File: src/rtl/axi_addr_xbar.sv
// AXI address-channel crossbar: round-robin arbitration of NUM_M masters onto NUM_S decoded slaves plus a default slave.
// Optional macro AXI_XBAR_BACKTOBACK_EN re-arbitrates on the handshake cycle, giving one address per cycle.
module axi_addr_xbar #(
  parameter int NUM_M     = 2,
  parameter int NUM_S     = 2,
  parameter int ID_BITS   = 4,
  parameter int ADDR_BITS = 32,
  parameter int LEN_BITS  = 4,
  parameter int SIZE_BITS = 3,
  parameter logic [NUM_S*ADDR_BITS-1:0] S_BASE = {32'h0001_0000, 32'h0000_0000},
  parameter logic [NUM_S*ADDR_BITS-1:0] S_MASK = {32'hFFFF_0000, 32'hFFFF_0000},
  localparam int IDS_BITS = ID_BITS + 4,
  localparam int MW       = $clog2(NUM_M)
) (
  input  logic                          clk,
  input  logic                          rst,
  input  logic [NUM_M*ID_BITS-1:0]      ID_M,
  input  logic [NUM_M*ADDR_BITS-1:0]    ADDR_M,
  input  logic [NUM_M*LEN_BITS-1:0]     LEN_M,
  input  logic [NUM_M*SIZE_BITS-1:0]    SIZE_M,
  input  logic [NUM_M*2-1:0]            BURST_M,
  input  logic [NUM_M-1:0]              VALID_M,
  output logic [NUM_M-1:0]              READY_M,
  output logic [NUM_S*IDS_BITS-1:0]     ID_S,
  output logic [NUM_S*ADDR_BITS-1:0]    ADDR_S,
  output logic [NUM_S*LEN_BITS-1:0]     LEN_S,
  output logic [NUM_S*SIZE_BITS-1:0]    SIZE_S,
  output logic [NUM_S*2-1:0]            BURST_S,
  output logic [NUM_S-1:0]              VALID_S,
  input  logic [NUM_S-1:0]              READY_S,
  output logic                          DEF_VALID,
  output logic [IDS_BITS-1:0]           DEF_ID,
  input  logic                          DEF_READY,
  output logic [MW-1:0]                 grant_idx,
  output logic                          busy
);

  typedef enum logic [0:0] {IDLE = 1'b0, GRANT = 1'b1} state_t;

  state_t                 r_state;
  state_t                 w_state_nxt;
  logic [MW-1:0]          r_rr_ptr;
  logic [MW-1:0]          r_grant_idx;
  logic [ID_BITS-1:0]     r_id;
  logic [ADDR_BITS-1:0]   r_addr;
  logic [LEN_BITS-1:0]    r_len;
  logic [SIZE_BITS-1:0]   r_size;
  logic [1:0]             r_burst;
  logic [NUM_S-1:0]       r_sel;
  logic                   r_def;

  logic                   w_req_any;
  logic                   w_found;
  logic [MW-1:0]          w_scan_idx;
  logic [MW-1:0]          w_pick;
  logic [MW-1:0]          w_arb_ptr;
  logic [MW-1:0]          w_rr_next;
  logic                   w_sel_ready;
  logic                   w_hs;
  logic                   w_load;
  logic                   w_rr_upd;
  logic [ADDR_BITS-1:0]   w_pick_addr;
  logic [NUM_S-1:0]       w_pick_dec;
  logic [IDS_BITS-1:0]    w_ids;
  logic [NUM_M-1:0]       w_ready_m;

  // Lowest-index slave whose masked address matches its base; all-zero means decode miss.
  function automatic logic [NUM_S-1:0] f_decode(input logic [ADDR_BITS-1:0] addr);
    logic [NUM_S-1:0] hit;
    logic             found;
    hit   = '0;
    found = 1'b0;
    for (int k = 0; k < NUM_S; k++) begin
      if (!found && ((addr & S_MASK[k*ADDR_BITS +: ADDR_BITS]) == S_BASE[k*ADDR_BITS +: ADDR_BITS])) begin
        hit[k] = 1'b1;
        found  = 1'b1;
      end
    end
    return hit;
  endfunction

  assign w_req_any   = |VALID_M;
  assign w_rr_next   = (r_grant_idx == MW'(NUM_M - 1)) ? '0 : r_grant_idx + MW'(1);
  assign w_arb_ptr   = (r_state == GRANT) ? w_rr_next : r_rr_ptr;
  assign w_sel_ready = r_def ? DEF_READY : |(r_sel & READY_S);
  assign w_hs        = (r_state == GRANT) && w_sel_ready;
  assign w_pick_addr = ADDR_M[w_pick*ADDR_BITS +: ADDR_BITS];
  assign w_pick_dec  = f_decode(w_pick_addr);

  // Round-robin scan: first requesting master at or above the pointer, wrapping.
  always_comb begin
    w_pick     = '0;
    w_found    = 1'b0;
    w_scan_idx = '0;
    for (int i = 0; i < NUM_M; i++) begin
      w_scan_idx = MW'((int'(w_arb_ptr) + i) % NUM_M);
      if (!w_found && VALID_M[w_scan_idx]) begin
        w_pick  = w_scan_idx;
        w_found = 1'b1;
      end else begin
        w_pick  = w_pick;
      end
    end
  end

  // Next-state logic: load a request on arbitration, release on handshake.
  always_comb begin
    w_state_nxt = r_state;
    w_load      = 1'b0;
    w_rr_upd    = 1'b0;
    case (r_state)
      IDLE: begin
        if (w_req_any) begin
          w_load      = 1'b1;
          w_state_nxt = GRANT;
        end else begin
          w_state_nxt = IDLE;
        end
      end
      GRANT: begin
        if (w_hs) begin
          w_rr_upd = 1'b1;
`ifdef AXI_XBAR_BACKTOBACK_EN
          if (w_req_any) begin
            w_load      = 1'b1;
            w_state_nxt = GRANT;
          end else begin
            w_state_nxt = IDLE;
          end
`else
          w_state_nxt = IDLE;
`endif
        end else begin
          w_state_nxt = GRANT;
        end
      end
      default: w_state_nxt = IDLE;
    endcase
  end

  // State, pointer and captured request registers.
  always_ff @(posedge clk) begin
    if (rst) begin
      r_state     <= IDLE;
      r_rr_ptr    <= '0;
      r_grant_idx <= '0;
      r_id        <= '0;
      r_addr      <= '0;
      r_len       <= '0;
      r_size      <= '0;
      r_burst     <= '0;
      r_sel       <= '0;
      r_def       <= 1'b0;
    end else begin
      r_state <= w_state_nxt;
      if (w_rr_upd) begin
        r_rr_ptr <= w_rr_next;
      end
      if (w_load) begin
        r_grant_idx <= w_pick;
        r_id        <= ID_M[w_pick*ID_BITS +: ID_BITS];
        r_addr      <= w_pick_addr;
        r_len       <= LEN_M[w_pick*LEN_BITS +: LEN_BITS];
        r_size      <= SIZE_M[w_pick*SIZE_BITS +: SIZE_BITS];
        r_burst     <= BURST_M[w_pick*2 +: 2];
        r_sel       <= w_pick_dec;
        r_def       <= ~|w_pick_dec;
      end
    end
  end

  // Only the granted master sees the selected target's ready.
  always_comb begin
    w_ready_m = '0;
    for (int m = 0; m < NUM_M; m++) begin
      if ((r_state == GRANT) && (r_grant_idx == MW'(m))) begin
        w_ready_m[m] = w_sel_ready;
      end else begin
        w_ready_m[m] = 1'b0;
      end
    end
  end

  assign w_ids     = {4'(r_grant_idx), r_id};
  assign ID_S      = {NUM_S{w_ids}};
  assign ADDR_S    = {NUM_S{r_addr}};
  assign LEN_S     = {NUM_S{r_len}};
  assign SIZE_S    = {NUM_S{r_size}};
  assign BURST_S   = {NUM_S{r_burst}};
  assign VALID_S   = (r_state == GRANT) ? r_sel : '0;
  assign DEF_VALID = (r_state == GRANT) && r_def;
  assign DEF_ID    = w_ids;
  assign READY_M   = w_ready_m;
  assign grant_idx = r_grant_idx;
  assign busy      = (r_state == GRANT);

endmodule

File: config.mk
export PLATFORM = sky130hd
export DESIGN_NAME = axi_addr_xbar
export DESIGN_NICKNAME = d
export VERILOG_FILES = /design/src/rtl/axi_addr_xbar.sv
export SDC_FILE = /design/constraint.sdc
export NUM_CORES = 1
export LEC_CHECK = 0
export CORE_AREA = 2 2 95 106
export DETAILED_ROUTE_END_ITERATION = 8
export DIE_AREA = 0 0 97 108
export GPL_ROUTABILITY_DRIVEN = 0
export MAX_ROUTING_LAYER = met4
export PLACE_DENSITY = 0.76
export SYNTH_ARGS = -nofsm -noshare
export SYNTH_HDL_FRONTEND = slang
export SYNTH_SLANG_ARGS = --single-unit
File: constraint.sdc
create_clock -name clk -period 1.5 [get_ports clk]
set_clock_uncertainty 0.2 [all_clocks]
set_input_delay 0.225 -clock clk [delete_from_list [all_inputs] [get_ports clk]]
set_output_delay 0.225 -clock clk [all_outputs]
set_load 0.02 [all_outputs]
Placement density heat map:
The bar under the picture is 20 um long. 10 x 11 tiles, from black (low) to pale yellow (high), 0 to 100% covered.
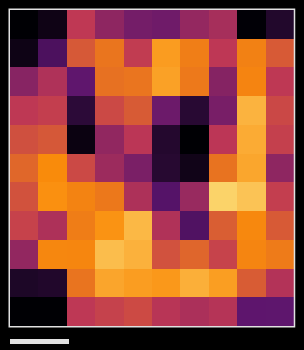
- nearly empty tiles: 4.5%
- mean over tiles: 50%
- densest ninth of the die: bottom middle
- fullest tile: 90%
- tiles over 75% full: 16%

Supply network:
The bar under the picture is 20 um long. Pins as bars on the die edge.
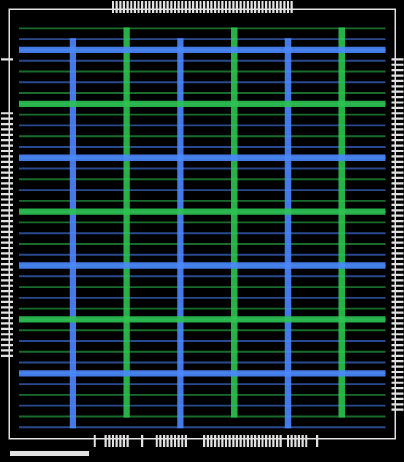
- VSS: blue
- VDD: green
- met4 straps: 6
- met1 rails: 38

Wires at chosen ports, followed through buffers:
The bar under the picture is 20 um long.
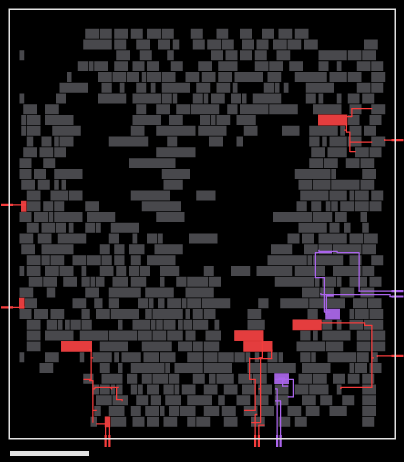
- DEF_ID: red (direction output; edge 4 bottom, 2 right, 2 left; end cells 8; buffers 6; wire 180 um)
- BURST_M: purple (direction input; edge 2 bottom, 2 right; end cells 2; buffers 4; wire 116 um)

repair_timing:
| action | CTS | global route |
|---|---|---|
| pin swaps | 17 | 18 |
| gates resized | 169 | 94 |
| buffers inserted | 12 | 5 |
| setup endpoints to repair | 153 | 89 |
| gates cloned | 9 | 3 |
path summary, 6_finish.rpt:
path                                               from                 endpoint  slack, ns  cells past startpoint
worst max-delay path                    busy$_SDFF_PP0_    r_len[0]$_SDFFE_PP0P_      -0.24                      6
worst min-delay path                                rst    r_len[1]$_SDFFE_PP0P_       0.08                      2
worst max register to register          busy$_SDFF_PP0_    r_len[0]$_SDFFE_PP0P_      -0.24                      6
worst min register to register  r_addr[13]$_SDFFE_PP0P_  r_addr[13]$_SDFFE_PP0P_       0.32                      2
==> run_results.csv <==
group,metric,value,unit
run_status,status,"finished, violations left",
run_status,violations,"setup timing",
drt,routed_wl,10.7,mm
yosys,synthArstFlopShare,0,%
power_and_ir_drop,p_int,2810,uW
power_and_ir_drop,vdd_drop_max,0.423,mV
clock_tree,cts.root.buffer_cell,"clkbuf_8",
drt,vias_per_cell,4.85,
final_layout,final_core_util,57.6,%
power_and_ir_drop,switchingPower,1530,uW
critical_path,crit_path_start_kind,"flop",
floorplanning,die_h,108,um
clock_tree,clock_path_buffers,2,
power_and_ir_drop,power_frac_clock,18.3,%
grt,grt_max_degree,28,
place,dp_slack,-0.739,ns
final_timing,final_max_slew_viol_count,0,
power_and_ir_drop,power_frac_seq,37.0,%
yosys,synthFlopType,"dfxtp_1",
grt,busiest_layer,"met2",
final_layout,nFillCells,868,
yosys,ys_cells,316,
grt,met3_usage,3.30,%
place,hpwl,7.08,mm
drt,highest_layer,"met4",
grt,grt_pass1_wl,15.4,mm
final_layout,largest_register_ffs,32,
final_layout,nClkBuffers,6,
final_timing,finalSetupViolCount,55,
critical_path,max_stage_delay,0.37,ns
final_layout,nets,598,
final_layout,regMostFlops,"r_addr",
grt,antenna_found_initial,0,
clock_tree,clkLatencyLatePin,0.30,ns
yosys,synth_warnings,0,
final_layout,logic_area,1460,sq um
yosys,ys_sh_aoi,14.4,%
clock_tree,htreeDepth,2,
grt,use_met2,35.8,%
drt,drc,0,
critical_path,critPathMaxFanout,11,
final_timing,hold_ws,0.0821,ns
place,place_inst,585,
final_timing,fin_crit,1.74,ns
drt,drt-initial-drc-count,74,
final_layout,lay_top_count,"clkdlybuf4s50_1",
grt,met1_usage,20.6,%
floorplanning,fp_util,30.7,%
final_timing,rsz0062_at_grt,"true",
final_layout,sh_comb_area,27.2,%
grt,grt_pass1_vias,2928,
final_layout,ff_count,51,
yosys,xor_share,0,%
yosys,common_cells,"61 x buf_4, 55 x nor2_1, 51 x dfxtp_1, 45 x a211oi_1, 45 x mux2i_1",
final_layout,final_cell_area,5360,sq um
drt,wl_met2,5.85,mm
yosys,ys_ff,51,
final_layout,seq_area,1030,sq um
yosys,ys_sh_mux,15.8,%
drt,ant_nets,0,
drt,dr.pass1.iters,5,
drt,wl_met1,4.09,mm
power_and_ir_drop,p_leak,0.00238,uW
critical_path,cpLargestDelayFamily,"flip-flops",
final_layout,lay_top_cells,"86 x clkdlybuf4s50_1, 65 x dlygate4sd2_1, 50 x nor2_1, 48 x dfxtp_1, 36 x mux2i_1",
yosys,ys_top_cells_by_area,"dfxtp_1 36%, buf_4 16%, mux2i_1 16%, a211oi_1 12%, nor2_1 7.2%",
power_and_ir_drop,seq-power,1600,uW
final_layout,inv_count,7,
yosys,synthSimpleGateAreaFrac,11.2,%
yosys,syn_area_per_cell,9.04,sq um
final_layout,drive_gt1_share,24.3,%
final_timing,fmax,576,MHz
clock_tree,numClockSinks,51,
yosys,synth_top_area_share,35.8,%
yosys,syn_inst,316,
clock_tree,cts_tree,"built",
yosys,edf_count,0,
place,portBuffers,200,
drt,via_count,3000,
grt,grt-ovfl-total,0,
yosys,topCombFamilyByArea,"buffers and inverters",
final_layout,sh_seq_area,19.2,%
final_layout,reg_top3,"r_addr (32), r_id (4), r_len (4)",
critical_path,cp_num_buf_inv,2,
critical_path,required,1.49,ns
yosys,synth_area_leader_cell,"dfxtp_1",
critical_path,critPathArrivalTime,1.73,ns
final_layout,dominant_cells,"buffers",
final_layout,clkCellAreaFrac,1.59,%
final_timing,setup_ws,-0.236,ns
critical_path,critical_path_class,"reg2reg",
yosys,yosysChipArea,2860,sq um
final_layout,final_cell_count_no_fill,619,
worst_hold_path,hold_path_class,"in2reg",
drt,dr_wl_met3,608,um
drt,wl_per_cell,17.3,um
grt,grt_usage,18.9,%
critical_path,end_kind,"flop",
final_layout,n_all_buffers,253,
yosys,synth-seq-area-share,35.8,%
power_and_ir_drop,p_sw_share,35.2,%
Power is estimated from default activity; no workload was simulated.
